--- src/rtl/mem_arbiter.sv ---
// Arbitrates icache and dcache single-word miss requests onto one shared RAM port.
// Dcache wins by default; a saturating starvation counter forces an icache grant.

module mem_arbiter #(
    parameter int unsigned STARVE_LIMIT = 3,
    parameter int unsigned WORD_W       = 32
) (
    input  logic              CLK,
    input  logic              nRST,
    // icache side
    input  logic              iREN,
    input  logic [WORD_W-1:0] iaddr,
    output logic              iwait,
    output logic [WORD_W-1:0] iload,
    // dcache side
    input  logic              dREN,
    input  logic              dWEN,
    input  logic [WORD_W-1:0] daddr,
    input  logic [WORD_W-1:0] dstore,
    output logic              dwait,
    output logic [WORD_W-1:0] dload,
    // shared RAM port
    output logic              ramREN,
    output logic              ramWEN,
    output logic [WORD_W-1:0] ramaddr,
    output logic [WORD_W-1:0] ramstore,
    input  logic [WORD_W-1:0] ramload,
    input  logic [1:0]        ramstate,
    output logic              ram_err
);

    localparam int unsigned CntW = $clog2(STARVE_LIMIT + 1);
    localparam logic [CntW-1:0] CntMax = CntW'(STARVE_LIMIT);

    localparam logic [1:0] RamAccess = 2'd2;
    localparam logic [1:0] RamError  = 2'd3;

    typedef enum logic [1:0] {
        StIdle,
        StServeI,
        StServeD
    } state_e;

    state_e            state_q;
    logic [CntW-1:0]   starve_cnt_q;
    logic              ram_err_q;

    logic d_req;
    logic i_force;
    logic i_active;
    logic d_active;
    logic ram_done;

    assign d_req    = dREN | dWEN;
    assign i_force  = iREN && (starve_cnt_q == CntMax);
    // A granted requester that drops its request aborts the access this cycle.
    assign i_active = (state_q == StServeI) && iREN;
    assign d_active = (state_q == StServeD) && d_req;
    assign ram_done = (ramstate == RamAccess);

    always_ff @(posedge CLK or negedge nRST) begin
        if (!nRST) begin
            state_q      <= StIdle;
            starve_cnt_q <= '0;
            ram_err_q    <= 1'b0;
        end else begin
            if (state_q != StIdle && ramstate == RamError) begin
                ram_err_q <= 1'b1;
            end
            case (state_q)
                StIdle: begin
                    if (d_req && !i_force) begin
                        state_q <= StServeD;
                    end else if (iREN) begin
                        state_q <= StServeI;
                    end
                end
                StServeD: begin
                    if (!d_req) begin
                        state_q <= StIdle;
                    end else if (ram_done) begin
                        state_q <= StIdle;
                        if (!iREN) begin
                            starve_cnt_q <= '0;
                        end else if (starve_cnt_q != CntMax) begin
                            starve_cnt_q <= starve_cnt_q + CntW'(1);
                        end
                    end
                end
                StServeI: begin
                    if (!iREN) begin
                        state_q <= StIdle;
                    end else if (ram_done) begin
                        state_q      <= StIdle;
                        starve_cnt_q <= '0;
                    end
                end
                default: state_q <= StIdle;
            endcase
        end
    end

    always_comb begin
        ramREN   = 1'b0;
        ramWEN   = 1'b0;
        ramaddr  = '0;
        ramstore = '0;
        case (state_q)
            StServeD: begin
                ramaddr  = daddr;
                ramstore = dstore;
                ramWEN   = d_active & dWEN;
                ramREN   = d_active & dREN & ~dWEN;
            end
            StServeI: begin
                ramaddr = iaddr;
                ramREN  = i_active;
            end
            default: ;
        endcase
    end

    assign iwait   = !(i_active && ram_done);
    assign dwait   = !(d_active && ram_done);
    assign iload   = ramload;
    assign dload   = ramload;
    assign ram_err = ram_err_q;

endmodule

--- config.mk ---
export PLATFORM = sky130hd
export DESIGN_NAME = mem_arbiter
export DESIGN_NICKNAME = d
export VERILOG_FILES = /design/src/rtl/mem_arbiter.sv
export SDC_FILE = /design/constraint.sdc
export NUM_CORES = 1
export LEC_CHECK = 0
export ABC_CLOCK_PERIOD_IN_PS = 4900
export CAP_MARGIN = 5
export CORE_AREA = 2 2 104 106
export DETAILED_ROUTE_END_ITERATION = 16
export DIE_AREA = 0 0 106 108
export PLACE_DENSITY = 0.69
export SETUP_SLACK_MARGIN = 0.4
export SLEW_MARGIN = 10
export SYNTH_ARGS = -nofsm -noshare
export SYNTH_HDL_FRONTEND = slang
export SYNTH_SLANG_ARGS = --single-unit
--- constraint.sdc ---
create_clock -name CLK -period 4.9 [get_ports CLK]
set_input_delay 0.98 -clock CLK [delete_from_list [all_inputs] [get_ports CLK]]
set_output_delay 0.98 -clock CLK [all_outputs]
set_load 0.01 [all_outputs]
Run 1, clock wiring as the flow saved it:
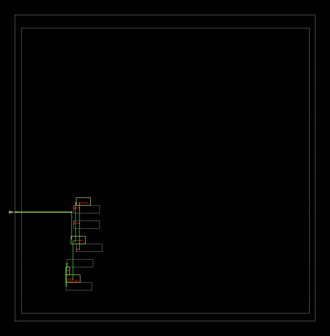
flip-flops: 5
clk pwr: 74.4 µW
Worst-Skew Late Latency: 220 ps

Run 1, signal wires on met4:
Cells faint in the background.
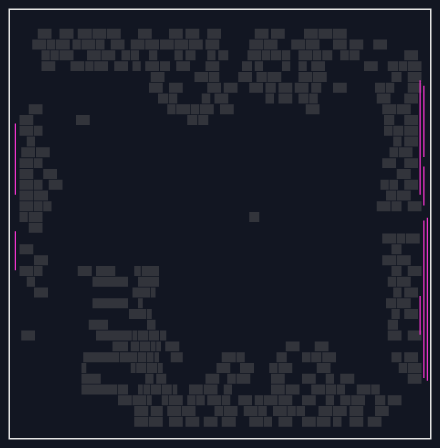
longest straight run: 40.8 µm
main direction: vertical
share of all routed wire: 2.8%
routed wire length: 6121 µm
via count: 1769

Run 1, wiring heat map:
21 x 22 tiles, from dark blue (low) to red (high), scaled to the fullest tile. Values are wire area over tile area, all layers added.
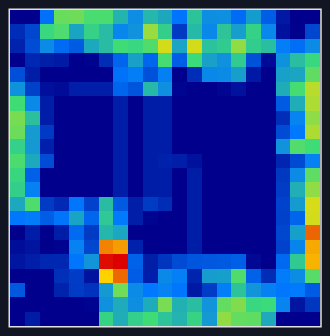
tiles over half the peak: 10%
nearly empty tiles: 34%
mean over tiles: 0.087
emptiest ninth of the die: middle
fullest tile: 0.46
total global-route track usage: 0.09543
Avg WL per Cell: 13.51 µm

==> results.json, run 1 <==
{
  "largestClassByArea": "buffers",
  "postCtsSetupRepairBufs": 0,
  "combAreaFraction": 0.3035,
  "p_int_uw": 735.2,
  "combinationalPowerShare": 0.889,
  "hpwl_um": 4922,
  "die_y_um": 108,
  "fp_util": 0.1553,
  "clock_buffers": 4,
  "drc": 0,
  "dr_wl_met3_um": 430,
  "report.final.slew_viol_count": 0,
  "p_sw_frac": 0.4192,
  "syn_nets": 361,
  "netlist_instances": 221,
  "grt_start_max_net_pins": 73,
  "rr_startpoint": "state_q[0]",
  "final_cells": 453,
  "mux_share": 0.007087,
  "warnings": 29,
  "ys_sh_aoi": 0.1969,
  "rrSetupSlack_ps": 2250,
  "clockBufferDepth": 2,
  "cts_tree": "built",
  "power_top_consumer": "combinational cells",
  "syn_area_mm2": 0.001589,
  "io_pins": 268,
  "grt_antenna_before_repair": 0,
  "dp_cells": 449,
  "coreArea_mm2": 0.01023,
  "placed_area_mm2": 0.002928,
  "diodes": 0,
  "ys_cells": 221,
  "clock_area_frac": 0.01515,
  "cp_cell_sequence": "inv_1 -> ha_2 -> a22oi_1 -> nor2b_1 -> clkdlybuf4s50_1",
  "die_w_um": 106,
  "period_minus_slack_ps": 3593,
  "area_growth_pct": 87.09,
  "path_buffers": 2,
  "critPathMaxStageDelay_ps": 960,
  "p_seq_uw": 66.4,
  "edf_count": 0,
  "nets": 458,
  "final_area_mm2": 0.002973,
  "top_layer_used": "met4",
  "drt_first_iter_violations": 107,
  "skew_ps": 1.324,
  "fin_hold_ws_ps": 466.4,
  "rr_endpoint": "starve_cnt_q[0]",
  "reg2reg_depth": 5,
  "async_flop_share": 1.000,
  "place.gp.congestion": 0.6919,
  "wl_met1_um": 2288,
  "cp_max_fo": 72,
  "buffer_area_frac": 0.5783,
  "hold_viol": 0,
  "seq_area_frac": 0.04209,
  "num_tap_cells": 136,
  "htree_levels": 1,
  "drive_gt1_frac": 0.02524,
  "rsz0062_at_grt": "no",
  "leakage_uw": 0.001045,
  "startpoint": "state_q[0]",
  "comb_cells": 133,
  "ys_warn_count": 0,
  "clkPwrFrac": 0.059,
  "relSlewSlack": 0.2325,
  "hp-class": "reg2reg",
  "cts_root_buffer": "clkbuf_8",
  "dp_slack_ps": 1449,
  "worst_slack_ps": 1307,
  "pwr-share-seq": 0.052,
  "comb_area_um2": 902.1,
  "powerComb_uw": 1130,
  "end_kind": "output port",
  "syn_area_per_cell_um2": 7.190,
  "ys_ff": 5,
  "status": "completed",
  "nonClockBufferCount": 172,
  "io_buffer_count": 171,
  "grt_pass1_vias": 1746,
  "postRouteAntennaNets": 0
}
==> run 1: per-layer routing <==
metal | vias to the layer above | GRT usage
met5 | - | 0
met4 | 0 | 0.04699
met3 | 20 | 0.01869
met2 | 82 | 0.1779
met1 | 802 | 0.1031
li1 | 865 | -
==> run 1: worst reg2reg max path, stage by stage, from the launching register on <==
cell,delay [ps]
dfrtp_1,390
inv_1,110
ha_2,960
o21ai_0,320
or4_1,560
o211ai_1,210
==> run 1: cells in the mapped netlist (all sizes together) (3+ instances only) <==
| master | n | area (µm²) |
|---|---|---|
| nand3 | 3 | 20.02 |
| buf | 70 | 515.5 |
| dfrtp | 5 | 125.1 |
| nor2b | 33 | 206.5 |
| nor2 | 3 | 11.26 |
| nand2 | 6 | 22.52 |
| and2 | 33 | 206.5 |
| clkbuf | 10 | 37.54 |
| a22oi | 32 | 240.2 |
| inv | 3 | 11.26 |
| ha | 5 | 62.56 |
==> run 1: kinds of logic (layout without fill, tap and decap cells) <==
logic type      Yosys count  in the layout
mux                       1              1
compound gates           43             43
simple gates             84             84
flops                     5              5
fa+ha+maj                 5              5
buf+inv                  83            179
==> run 1: cells in the final DEF, fill, tap and decap left out, types with 3 or more instances in the layout <==
| cell | netlist | routed |
|---|---|---|
| dfrtp_1 | 5 | 5 |
| nand2_1 | 6 | 6 |
| inv_1 | 3 | 3 |
| ha_1 | 5 | 4 |
| and2_1 | 33 | 33 |
| nor2b_1 | 33 | 33 |
| clkbuf_8 | 0 | 3 |
| clkdlybuf4s50_1 | 0 | 171 |
| nor2_1 | 3 | 3 |
| a22oi_1 | 32 | 32 |
==> run 1: sequential cells by signal (all words and copies together), names as in the netlist <==
name / count
ram_err: 1
starve_cnt_q: 2
state_q: 2
Run 1, cell classes on the final placement:
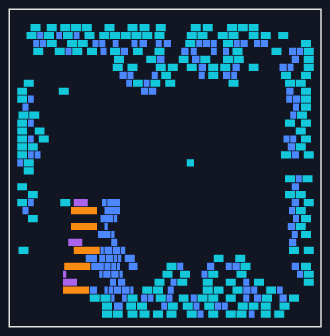

==> inputs of run 2 (changes only) <==
--- a/config.mk
+++ b/config.mk
@@ -5,12 +5,12 @@
 export SDC_FILE = /design/constraint.sdc
 export NUM_CORES = 1
 export LEC_CHECK = 0
-export ABC_CLOCK_PERIOD_IN_PS = 4900
+export ABC_CLOCK_PERIOD_IN_PS = 3150
 export CAP_MARGIN = 5
 export CORE_AREA = 2 2 104 106
 export DETAILED_ROUTE_END_ITERATION = 16
 export DIE_AREA = 0 0 106 108
-export PLACE_DENSITY = 0.69
+export PLACE_DENSITY = 0.72
 export SETUP_SLACK_MARGIN = 0.4
 export SLEW_MARGIN = 10
 export SYNTH_ARGS = -nofsm -noshare
==> constraint.sdc (replaced) <==
create_clock -name CLK -period 3.15 [get_ports CLK]
set_input_delay 0.63 -clock CLK [delete_from_list [all_inputs] [get_ports CLK]]
set_output_delay 0.63 -clock CLK [all_outputs]
set_load 0.01 [all_outputs]
Run 2, cell classes on the final placement:
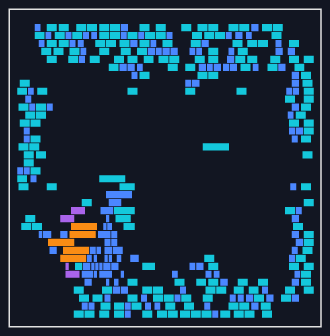
[sequential cells] orange | cells: 5
[clock drivers and dummy loads] purple | cells: 4
[remaining buffers and delay cells] cyan | cells: 178
[remaining logic cells] blue | cells: 136
final core occ: 0.3027
Post-Layout Inst Area: 0.003097 mm²
core area: 0.01023 mm²
flop share of the area: 0.04040
site row count: 37

==> results.json, run 2 <==
{
  "grt_antenna_before_repair": 0,
  "numCtsBuffers": 3,
  "synth.top_cell.area_share": 0.3118,
  "ys_top_cells_by_count": "66 x buf_4, 33 x and2_1, 33 x nor2b_1, 32 x a22oi_1, 10 x clkbuf_1",
  "yosys-top-cells-area": "buf_4 31%, a22oi_1 15%, and2_1 13%",
  "clkSinkCount": 5,
  "grt_pass1_wl_um": 8763,
  "netlist-cell-type-count": 27,
  "leakage_uw": 0.001109,
  "area_growth_pct": 94.88,
  "postRouteAntennaNets": 0,
  "regArea_um2": 125.1,
  "skew_ps": 1.644,
  "simple_gate_area_frac": 0.3228,
  "combinationalPowerShare": 0.897,
  "arrival_ps": 2010,
  "syn_nets": 361,
  "die_w_um": 106,
  "syn_area_per_cell_um2": 7.190,
  "powerDensity_mw_per_mm2": 698.8,
  "n_fill_cell": 1052,
  "top_layer_used": "met4",
  "ys_chip_area_mm2": 0.001589,
  "gr-usage-met3": 0.02291,
  "io_pins": 268,
  "route.detailed.vias_per_inst": 3.915,
  "p_int_uw": 1278,
  "clk_latency_ps": 220,
  "ys_cells": 221,
  "drc": 0,
  "ir_drop_uv": 366.6,
  "hpwl_um": 4717,
  "cp_cell_sequence": "inv_1 -> ha_1 -> buf_8 -> a22oi_1 -> nor2b_1 -> clkdlybuf4s50_1",
  "grt_use_met2": 0.1631,
  "ys_sh_aoi": 0.1969,
  "clkPwrFrac": 0.053,
  "edf_count": 0,
  "cp-start-kind": "flip-flop",
  "yosysSeqAreaShare": 0.07874,
  "critPathSlowestCell": "clkdlybuf4s50_1",
  "dr_wl_met3_um": 442,
  "lay_top_count": "clkdlybuf4s50_1",
  "p_sw_uw": 885.5,
  "cts_root_buffer": "clkbuf_8",
  "async_flop_share": 1.000,
  "clk_pin_slew_worst_paths_ps": 30,
  "finalCritPeriodShare": 0.8387,
  "place.gp.congestion": 0.6949,
  "diodes": 0,
  "crit_required_ps": 2520,
  "syn_area_mm2": 0.001589,
  "dp_cells": 453,
  "final_cells": 459,
  "vias": 1797,
  "io_buffer_count": 171,
  "hp-class": "reg2reg",
  "comb_area_um2": 912.1,
  "mux_share": 0.007087,
  "crit_type": "reg2out",
  "wirelength_um": 6234,
  "most-common-layout-cells": "170 x clkdlybuf4s50_1, 33 x nor2b_1, 33 x and2_1, 32 x a22oi_1, 6 x nand2_1",
  "pwr-share-seq": 0.049,
  "relSlewSlack": 0.8224,
  "crit_family": "buffers and inverters",
  "end_kind": "output port",
  "period_minus_slack_ps": 2642,
  "nets": 464,
  "yosysTopAreaCell": "buf_4",
  "hold_viol": 0,
  "warnings": 29,
  "status": "completed",
  "use_met1": 0.1109,
  "ys_sh_adder": 0.03937,
  "p_sw_frac": 0.4092,
  "netlist_instances": 221,
  "grt_most_used_layer": "met2",
  "ys_ff": 5,
  "fin_tns_setup_ps": 0,
  "maxCapViolCount": 0,
  "top_logic_kind": "buffers and inverters",
  "htree_levels": 1,
  "grt_usage": 0.09078,
  "grt_pass1_vias": 1724,
  "fmax_ghz": 0.3785,
  "path_buffers": 3,
  "cts_tree": "built",
  "chipArea_mm2": 0.01145,
  "grt_start_max_net_pins": 73,
  "critPathMaxStageDelay_ps": 560,
  "wl_per_cell_um": 13.58,
  "worst_pin_slew_ps": 266.0,
  "met2_length_um": 3351,
  "ys_warn_count": 0,
  "fin_hold_ws_ps": 489.7,
  "wl_met1_um": 2400,
  "fp_util": 0.1553,
  "report.final.slew_viol_count": 0,
  "rsz0062_at_grt": "no",
  "yosysMostFrequentCell": "buf_4",
  "drt_first_iter_violations": 51,
  "clockBufferDepth": 2,
  "postCtsSetupRepairBufs": 0,
  "drive_gt1_frac": 0.04334,
  "xor_area_frac": 0,
  "ff_type": "dfrtp_1",
  "hold_buffers": 0,
  "cp_max_fo": 22,
  "setup_viol": 0,
  "dr.pass1.iters": 4,
  "gr-total-overflow": 0,
  "die_y_um": 108
}
run 2: timing repair:
item,4_1_cts,5_1_grt
setup endpoints to repair,0,11
hold endpoints to repair,0,0
resized,0,8
run 2: cell type report:
| class | instances | share of cell area |
|---|---|---|
| Sequential cell | 5 | 0.04040 |
| Timing Repair Buffer | 178 | 0.5919 |
| Inverter | 3 | 0.003636 |
| Multi-Input combinational cell | 133 | 0.2945 |
| Tap cell | 136 | 0.05495 |
| Clock buffer | 4 | 0.01455 |
run 2: path summary, 6_finish.rpt:
kind / from / end / slack (ps) / cells after the start
min reg2reg: ram_err / ram_err / 490 / 1
min in group asynchronous: nRST / state_q[0] / 640 / 1
min: ram_err / ram_err / 490 / 1
max in group asynchronous: nRST / starve_cnt_q[1] / 2320 / 1
max reg2reg: state_q[0] / starve_cnt_q[0] / 1310 / 6
max: state_q[1] / ramaddr[13] / 510 / 6
run 2: metrics by stage:
step / worst slack [ps] / total power, µW / area (µm²) / utilization
after floorplan: 1116 / 1081 / 1589 / -
after CTS: 409.7 / 2038 / 3015 / 0.2947
after detailed placement: 418.7 / 1912 / 2970 / 0.2903
after global placement: 426.3 / 1881 / 2970 / 0.2903
after global routing: 393.5 / 2342 / 3097 / 0.3027
final: 508.1 / 2164 / 3097 / 0.3027
run 2: kinds of logic after synthesis:
| logic type | after synthesis |
|---|---|
| compound gates | 43 |
| fa+ha+maj | 5 |
| buf+inv | 83 |
| flops | 5 |
| mux | 1 |
| simple gates | 84 |
run 2: power groups by stage:
stage / sequential (µW) / clock, µW / combinational (µW)
after floorplan: 100 / 0 / 981
after global placement: 102 / 0 / 1780
after detailed placement: 105 / 0 / 1810
after CTS: 104 / 119 / 1820
after global routing: 109 / 125 / 2110
final: 107 / 115 / 1940
Run 2, wiring heat map:
21 x 22 tiles, from dark blue (low) to red (high), scaled to the fullest tile. Values are wire area over tile area, all layers added.
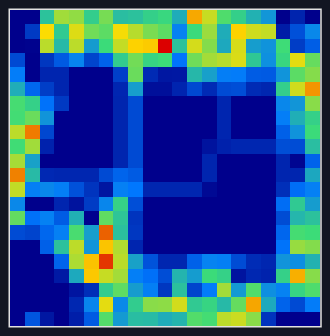

==> inputs of run 3 (changes only) <==
--- a/config.mk
+++ b/config.mk
@@ -5,12 +5,12 @@
 export SDC_FILE = /design/constraint.sdc
 export NUM_CORES = 1
 export LEC_CHECK = 0
-export ABC_CLOCK_PERIOD_IN_PS = 3150
+export ABC_CLOCK_PERIOD_IN_PS = 2500
 export CAP_MARGIN = 5
-export CORE_AREA = 2 2 104 106
+export CORE_AREA = 2 2 105 107
 export DETAILED_ROUTE_END_ITERATION = 16
-export DIE_AREA = 0 0 106 108
-export PLACE_DENSITY = 0.72
+export DIE_AREA = 0 0 107 109
+export PLACE_DENSITY = 0.68
 export SETUP_SLACK_MARGIN = 0.4
 export SLEW_MARGIN = 10
 export SYNTH_ARGS = -nofsm -noshare
==> constraint.sdc (replaced) <==
create_clock -name CLK -period 2.5 [get_ports CLK]
set_input_delay 0.5 -clock CLK [delete_from_list [all_inputs] [get_ports CLK]]
set_output_delay 0.5 -clock CLK [all_outputs]
set_load 0.01 [all_outputs]
Run 3, wiring heat map:
21 x 22 tiles, from dark blue (low) to red (high), scaled to the fullest tile. Values are wire area over tile area, all layers added.
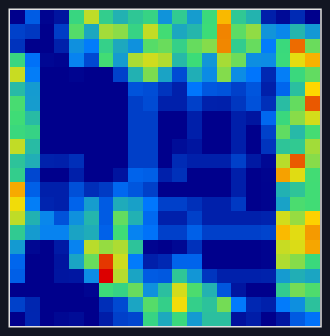
routed wire length: 7514 µm
total global-route track usage: 0.1104

==> results.json, run 3 <==
{
  "wl_per_cell_um": 15.69,
  "yosysMostFrequentCell": "buf_4",
  "die_w_um": 107,
  "n_fill_cell": 1102,
  "dp_slack_ps": 103.4,
  "ys_cells": 221,
  "chipArea_mm2": 0.01166,
  "numCtsBuffers": 3,
  "cp-start-kind": "flip-flop",
  "p_sw_uw": 1364,
  "gr-usage-met3": 0.02750,
  "io_buffer_count": 171,
  "worst_pin_slew_ps": 236.7,
  "grt_most_used_layer": "met2",
  "diodes": 0,
  "fin_tns_setup_ps": 0,
  "pwr-share-seq": 0.041,
  "hp-class": "reg2reg",
  "grt_start_max_net_pins": 26,
  "drc": 0,
  "met2_length_um": 4079,
  "dp_cells": 459,
  "hold_buffers": 0,
  "clk_pin_slew_worst_paths_ps": 40,
  "yosys-top-cells-area": "buf_4 31%, a22oi_1 15%, and2_1 13%",
  "drt_first_iter_violations": 50,
  "grt_pass1_vias": 1969,
  "async_flop_share": 1.000,
  "final_area_mm2": 0.003346,
  "end_kind": "output port",
  "ys_top_cells_by_count": "66 x buf_4, 33 x and2_1, 33 x nor2b_1, 32 x a22oi_1, 10 x clkbuf_1",
  "worst_slack_ps": 344.9,
  "syn_nets": 361,
  "critPathSlowestCell": "dfrtp_1",
  "final_cells": 479,
  "crit_type": "reg2out",
  "cts_root_buffer": "clkbuf_8",
  "maxCapViolCount": 0,
  "die_y_um": 109,
  "clkSinkCount": 5,
  "ff_type": "dfrtp_1",
  "setup_viol": 0,
  "fin_hold_ws_ps": 492.4,
  "critPathMaxStageDelay_ps": 400,
  "gr-total-overflow": 0,
  "ys_chip_area_mm2": 0.001589,
  "htree_levels": 1,
  "p_sw_frac": 0.4201,
  "cts_tree": "built",
  "synth.top_cell.area_share": 0.3118,
  "clkPwrFrac": 0.046,
  "clk_latency_ps": 220,
  "leakage_uw": 0.001482,
  "p_int_uw": 1883,
  "ir_drop_uv": 436.9,
  "fmax_ghz": 0.4640,
  "comb_area_mm2": 0.001095,
  "place.gp.congestion": 0.7175,
  "top_layer_used": "met4",
  "use_met1": 0.1170,
  "status": "completed",
  "wl_met1_um": 2682,
  "dr_wl_met3_um": 595,
  "skew_ps": 3.712,
  "netlist_instances": 221,
  "powerDensity_mw_per_mm2": 970.7,
  "syn_area_mm2": 0.001589,
  "cp_cell_sequence": "buf_6 -> ha_4 -> bufbuf_16 -> a22oi_2 -> nor2b_1 -> clkdlybuf4s15_2",
  "report.final.slew_viol_count": 0,
  "relSlewSlack": 0.8405,
  "grt_antenna_before_repair": 1,
  "period_minus_slack_ps": 2155,
  "grt_use_met2": 0.2129,
  "arrival_ps": 1660,
  "grt_pass1_wl_um": 10070,
  "row_count": 38,
  "utilization": 0.3156,
  "syn_area_per_cell_um2": 7.190,
  "regArea_um2": 125.1,
  "netlist-cell-type-count": 27,
  "area_growth_pct": 110.6,
  "cp_max_fo": 12,
  "drive_gt1_frac": 0.3481,
  "rsz0062_at_grt": "yes",
  "p_total_uw": 3248,
  "vias": 1940,
  "crit_required_ps": 2000,
  "most-common-layout-cells": "103 x clkdlybuf4s50_1, 33 x and2_1, 32 x nor2b_1, 31 x a22oi_2, 29 x buf_2",
  "dr.pass1.iters": 4,
  "finalCritPeriodShare": 0.8620,
  "hold_viol": 0,
  "postRouteAntennaNets": 0,
  "warnings": 31,
  "edf_count": 0,
  "nets": 480,
  "hpwl_um": 4932,
  "io_pins": 268,
  "yosysSeqAreaShare": 0.07874,
  "yosysTopAreaCell": "buf_4",
  "path_buffers": 3,
  "coreArea_mm2": 0.01060,
  "combinationalPowerShare": 0.913,
  "ys_ff": 5,
  "crit_family": "buffers and inverters",
  "route.detailed.vias_per_inst": 4.050,
  "ys_warn_count": 0,
  "placed_area_mm2": 0.003015,
  "clockBufferDepth": 2,
  "fp_util": 0.1499,
  "lay_top_count": "clkdlybuf4s50_1"
}
run 3: cell count changes in the layout (fill, tap and decap cells not counted), moves of 6 or more:
cell / previous run / this run
a22oi_2: 0 / 31
clkdlybuf4s15_2: 0 / 6
clkdlybuf4s50_1: 170 / 103
dlymetal6s2s_1: 1 / 10
buf_4: 1 / 7
clkbuf_2: 0 / 17
a22oi_1: 32 / 1
buf_2: 0 / 29
run 3: power groups by stage:
stage	Clock, µW	Combinational, µW	Sequential, µW
after floorplan	0	1240	126
after global placement	0	2330	128
after detailed placement	0	2370	130
after CTS	153	2820	130
after global routing	164	3200	135
final	149	2970	132
run 3: layout make-up:
cell class	count	area share
clock buffers	4	0.01346
well taps	140	0.05236
flip-flops and latches	5	0.03740
repair buffers	194	0.5662
inverters	3	0.003366
multi-input cells	133	0.3272
run 3: worst paths after layout:
check / from / to / slack, ps / cells after the start
min reg2reg: starve_cnt_q[1] / starve_cnt_q[1] / 490 / 1
max: state_q[1] / ramaddr[25] / 340 / 6
max reg2reg: state_q[1] / starve_cnt_q[1] / 590 / 8
max in group asynchronous: nRST / starve_cnt_q[1] / 1800 / 1
min: starve_cnt_q[1] / starve_cnt_q[1] / 490 / 1
min in group asynchronous: nRST / state_q[1] / 510 / 1
run 3: cell families (layout without fill, tap and decap cells):
family / after synthesis / in the layout / share of synthesized area
flops: 5 / 5 / 0.07874
fa+ha+maj: 5 / 5 / 0.03937
buf+inv: 83 / 201 / 0.3551
simple gates: 84 / 84 / 0.3228
mux: 1 / 1 / 0.007086
compound gates: 43 / 43 / 0.1969
run 3: what timing repair did:
item | in CTS | in global routing
setup buffers | 4 | 5
pin swaps | 1 | 8
cloned | 4 | 3
gates resized | 158 | 95
setup endpoints to repair | 68 | 58
Power and IR drop assume default switching activity.
